Wiring by layer:
The bar under the picture is 50 um long. Only two layers are drawn.
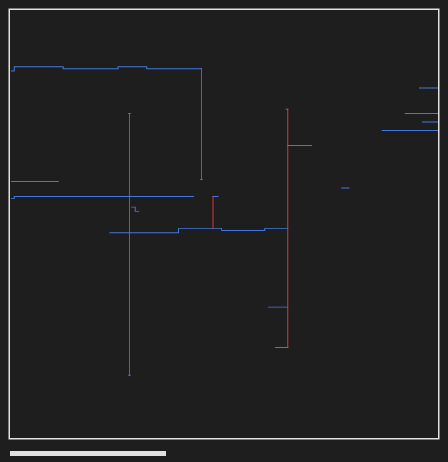
Track usage over the die:
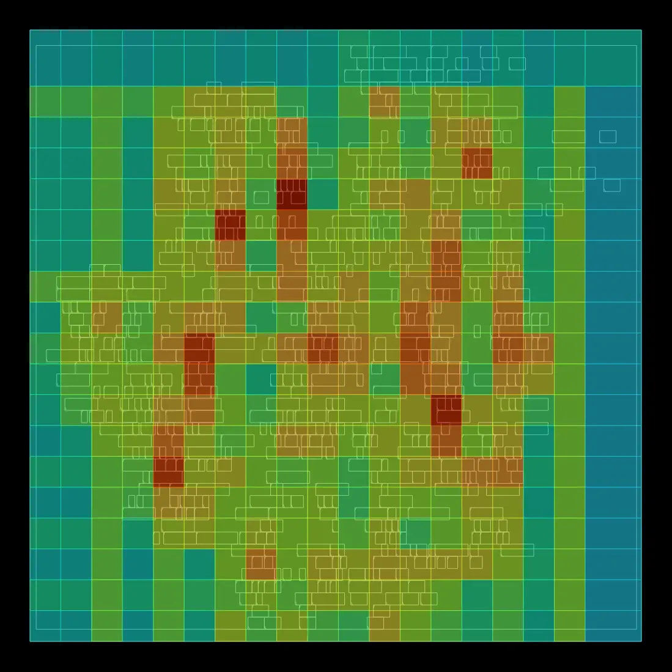
Where the registers sit:
The bar under the picture is 50 um long. Other sequential cells in the stronger grey, the rest of the logic in the fainter grey.
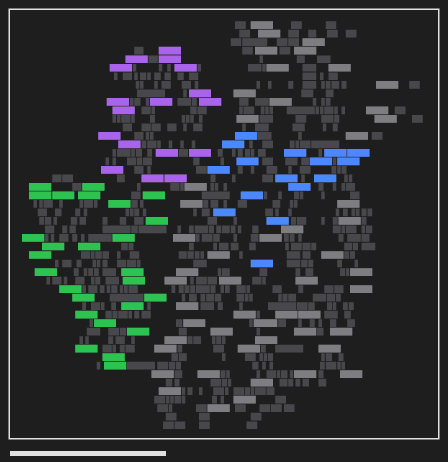
Placement by cell class:
The bar under the picture is 50 um long.
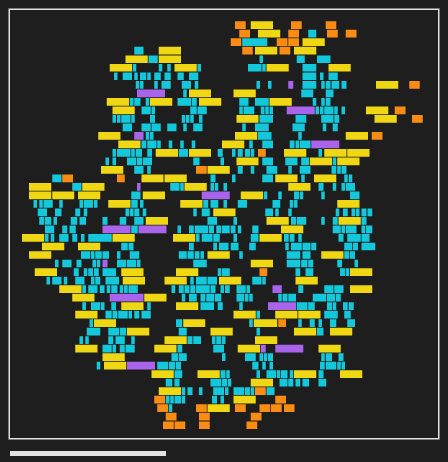
==> src/rtl/seg_scan_driver.sv <==
// seg_scan_driver
//   Four-digit multiplexed seven-segment driver with a sequential binary-to-BCD
//   converter (double dabble, one bit per clock) and a display blink option.
//
// Parameters
//   REFRESH_DIV : clk cycles each digit is lit
//   BLINK_DIV   : clk cycles per blink-phase toggle
// Ports
//   clk      : system clock, rising edge
//   rst_n    : synchronous active-low reset
//   value    : 14-bit unsigned number, captured on an accepted load
//   load     : capture request, honoured only while busy is low
//   busy     : conversion in progress (14 cycles)
//   dp       : decimal-point enables, bit i for digit i
//   blink_en : blank the display during the off blink phase
//   seg      : active-low cathodes {DP,g,f,e,d,c,b,a}
//   an       : active-low anodes, an[0] = ones digit
module seg_scan_driver #(
    parameter int unsigned REFRESH_DIV = 100000,
    parameter int unsigned BLINK_DIV   = 50000000
) (
    input  logic        clk,
    input  logic        rst_n,
    input  logic [13:0] value,
    input  logic        load,
    output logic        busy,
    input  logic [3:0]  dp,
    input  logic        blink_en,
    output logic [7:0]  seg,
    output logic [3:0]  an
);

    localparam int unsigned RW = (REFRESH_DIV > 1) ? $clog2(REFRESH_DIV) : 1;
    localparam int unsigned BW = (BLINK_DIV > 1) ? $clog2(BLINK_DIV) : 1;
    localparam logic [RW-1:0] REF_LAST = RW'(REFRESH_DIV - 1);
    localparam logic [BW-1:0] BLK_LAST = BW'(BLINK_DIV - 1);

    typedef enum logic {
        IDLE,
        CONV
    } state_t;

    state_t         state;
    logic [13:0]    bin_sr;     // remaining binary bits, MSB shifted out first
    logic [15:0]    bcd_work;   // conversion scratch, never shown directly
    logic [15:0]    bcd_disp;   // digits currently on the display
    logic [3:0]     step;
    logic [RW-1:0]  ref_cnt;
    logic [BW-1:0]  blk_cnt;
    logic [1:0]     idx;
    logic           phase_on;

    logic [15:0]    adj;
    logic [15:0]    bcd_shift;
    logic [3:0]     digit;
    logic [6:0]     seg7;
    logic           blank;
    logic [7:0]     seg_next;
    logic [3:0]     an_next;

    // Double-dabble step: add 3 to every nibble >= 5, then shift in the next bit.
    always_comb begin
        adj = bcd_work;
        for (int unsigned i = 0; i < 4; i++) begin
            if (bcd_work[4*i +: 4] >= 4'd5)
                adj[4*i +: 4] = bcd_work[4*i +: 4] + 4'd3;
        end
        bcd_shift = {adj[14:0], bin_sr[13]};
    end

    always_comb begin
        case (idx)
            2'd0:    digit = bcd_disp[3:0];
            2'd1:    digit = bcd_disp[7:4];
            2'd2:    digit = bcd_disp[11:8];
            default: digit = bcd_disp[15:12];
        endcase
        case (digit)
            4'd0:    seg7 = 7'h40;
            4'd1:    seg7 = 7'h79;
            4'd2:    seg7 = 7'h24;
            4'd3:    seg7 = 7'h30;
            4'd4:    seg7 = 7'h19;
            4'd5:    seg7 = 7'h12;
            4'd6:    seg7 = 7'h02;
            4'd7:    seg7 = 7'h78;
            4'd8:    seg7 = 7'h00;
            4'd9:    seg7 = 7'h10;
            default: seg7 = 7'h7F;
        endcase
        blank    = blink_en & ~phase_on;
        seg_next = blank ? 8'hFF : {~dp[idx], seg7};
        an_next  = blank ? 4'hF  : ~(4'b0001 << idx);
    end

    always_ff @(posedge clk) begin
        if (!rst_n) begin
            state    <= IDLE;
            busy     <= 1'b0;
            bin_sr   <= '0;
            bcd_work <= '0;
            bcd_disp <= '0;
            step     <= '0;
            ref_cnt  <= '0;
            blk_cnt  <= '0;
            idx      <= '0;
            phase_on <= 1'b1;
            seg      <= '1;
            an       <= '1;
        end else begin
            seg <= seg_next;
            an  <= an_next;

            if (ref_cnt == REF_LAST) begin
                ref_cnt <= '0;
                idx     <= idx + 2'd1;
            end else begin
                ref_cnt <= ref_cnt + 1'b1;
            end

            if (blk_cnt == BLK_LAST) begin
                blk_cnt  <= '0;
                phase_on <= ~phase_on;
            end else begin
                blk_cnt <= blk_cnt + 1'b1;
            end

            case (state)
                IDLE: begin
                    if (load) begin
                        bin_sr   <= (value > 14'd9999) ? 14'd9999 : value;
                        bcd_work <= '0;
                        step     <= '0;
                        busy     <= 1'b1;
                        state    <= CONV;
                    end
                end
                CONV: begin
                    bcd_work <= bcd_shift;
                    bin_sr   <= {bin_sr[12:0], 1'b0};
                    step     <= step + 4'd1;
                    if (step == 4'd13) begin
                        bcd_disp <= bcd_shift;
                        busy     <= 1'b0;
                        state    <= IDLE;
                    end
                end
                default: state <= IDLE;
            endcase
        end
    end

endmodule

==> config.mk <==
export PLATFORM = sky130hd
export DESIGN_NAME = seg_scan_driver
export DESIGN_NICKNAME = d
export VERILOG_FILES = /design/src/rtl/seg_scan_driver.sv
export SDC_FILE = /design/constraint.sdc
export NUM_CORES = 1
export LEC_CHECK = 0
export CAP_MARGIN = 10
export CORE_UTILIZATION = 28
export CTS_CLUSTER_DIAMETER = 80
export DETAILED_ROUTE_END_ITERATION = 16
export GPL_ROUTABILITY_DRIVEN = 0
export MAX_ROUTING_LAYER = met4
export PLACE_DENSITY_LB_ADDON = 0.25
export SYNTH_ARGS = -nofsm -noshare
export SYNTH_HDL_FRONTEND = slang
export SYNTH_SLANG_ARGS = --single-unit
==> constraint.sdc <==
create_clock -name clk -period 4.82 [get_ports clk]
set_clock_uncertainty 0.15 [all_clocks]
set_input_delay 0.964 -clock clk [delete_from_list [all_inputs] [get_ports clk]]
set_output_delay 0.964 -clock clk [all_outputs]
set_load 0.1 [all_outputs]
==> run summary <==
Results of the implementation run.

The run finished with clean final reports. The well tap count came out at 225. The area share of xor/xnor cells in the synthesized design came out at 7.92%. The layout filler cell count is 1,835. The total of warnings raised by yosys is 0. The share of synthesized cell area in and-or and or-and compound cells came out at about an eighth. In the placement report, post-DP HPWL is listed as 7.18 mm.

The count of input and output buffers came out at 34. The type recorded for the worst min-delay path is reg -> reg. Looking at the critical path, the highest net fanout was 2. The class occupying the most area after layout is reported as multi-input combinational cells.

The number of flops mapped to enable cells by yosys is 0. The clock distribution power came out at approximately 0.74 mW. The count of hold-fix buffers inserted at cts is 0. The clock sink total came out at 110. The final cycle utilization of the critical path is 61.4%.

The commonest register cell is sky130_fd_sc_hd__dfxtp_1. The net count entering floorplan came out at approximately 640. The tally of unique sky130hd cells used after synthesis is 49. The number of clock buffer instances in the layout came out at 10. In this run, the combinational gates consume 7.3% of the power. The minimum clock period is 2960 ps. Among the non-sequential cells, simple AND/OR/NAND/NOR gates take the most area. The cell count after synthesis came out at 594. Measured on the final layout, the clock distribution area share stands at 4.93%. For this run, the script counts the antenna cells in the layout as 1. The multi-input gate share of total cell area is 45.1%. The number of non-filler instances in the completed layout is 847.

Along the critical path, the tally of buffer and inverter instances is 1. The proportion of total power due to net switching came out at 24.1%. The number of cells on the worst reg-to-reg path is 6. The number of hold violations in the final report is 0. The first-pass iteration count of the detailed router is 4.

CTS placed an instance of sky130_fd_sc_hd__clkbuf_16 at the clock tree root. For this run the top cell type by instance count after synthesis was sky130_fd_sc_hd__dfxtp_1. The post-synthesis instance area is approximately 5000 um^2. The multi-input combinational cells in the finished layout cover a total of roughly 2700 um^2. The power attributed to combinational cells came out at 0.131 mW. The required time reported for the critical path endpoint is about 3700 ps. The placement row count is approximately 48. In the power breakdown, the biggest contributor is sequential cells. The launch point of the worst min-delay path is recorded as bcd_disp[14]$_SDFFE_PN0P_. The slew at the pin closest to its max-slew limit is 976 ps. The per-cell via count in the routed design is 4.70. The number of global-route vias before repair is between 3,000 and 4,000. The number of flip-flops under the largest register name is 26. The most frequent standard cell in the layout excluding fill and tap cells is sky130_fd_sc_hd__dfxtp_1. STA lists the endpoint of the worst register-to-register path as blk_cnt[11]$_SDFF_PP0_. The synthesized area divided by synthesized cell count came out at roughly 8.6 um^2. Setup repair after global routing left no endpoint under its margin.

Once layout is complete, the utilization of the core stands at 33.7%. For this run, the total global-route usage over all layers was measured as 12.1%. The critical path ends at busy.
-- 'wiring by layer' (at the start) --
colour	layer	wire length
blue	M3	262 um
red	M4	205 um

-- 'track usage over the die' (at the start) --
GRT busiest layer: met2
WL/cell: 12.2 um
met1 Use GR: 14.0%

-- 'where the registers sit' (at the start) --
colour	signal	placed flops
green	blk_cnt	26
blue	bcd_disp	16
purple	ref_cnt	17
not coloured	51

-- 'placement by cell class' (at the start) --
colour	class	cells	share of their area
yellow	registers	110	39%
orange	remaining buffers and delay cells	38	6.6%
purple	clock drivers and dummy loads	16	5.2%
cyan	remaining logic cells	457	49%

==> worst register-to-register path, cell delays in order (launching register included) <==
cell and delay, ps:
sky130_fd_sc_hd__dfxtp_1 390, sky130_fd_sc_hd__ha_1 270, sky130_fd_sc_hd__nand3_1 130, sky130_fd_sc_hd__or2_1 300
sky130_fd_sc_hd__nor4_4 290, sky130_fd_sc_hd__nand2b_1 750, sky130_fd_sc_hd__nor2_1 120
==> metrics by stage <==
step	instance area (um^2)	hold WS (ps)	setup WS, ps
after detailed placement	5620	300	1750
after global routing	5910	328	1820
final	5910	310	1860
after global placement	5620	294	1770
after floorplan	5090	276	2590
after CTS	5910	310	1840
==> routing by layer <==
metal | share of wire (%) | vias up
li1 | - | 2071
met4 | 2.0 | 0
met2 | 48 | 20
met1 | 47 | 1877
met3 | 2.5 | 12
met5 | 0 | -
Power figures rest on the tool's default switching activity, not on a simulated workload.
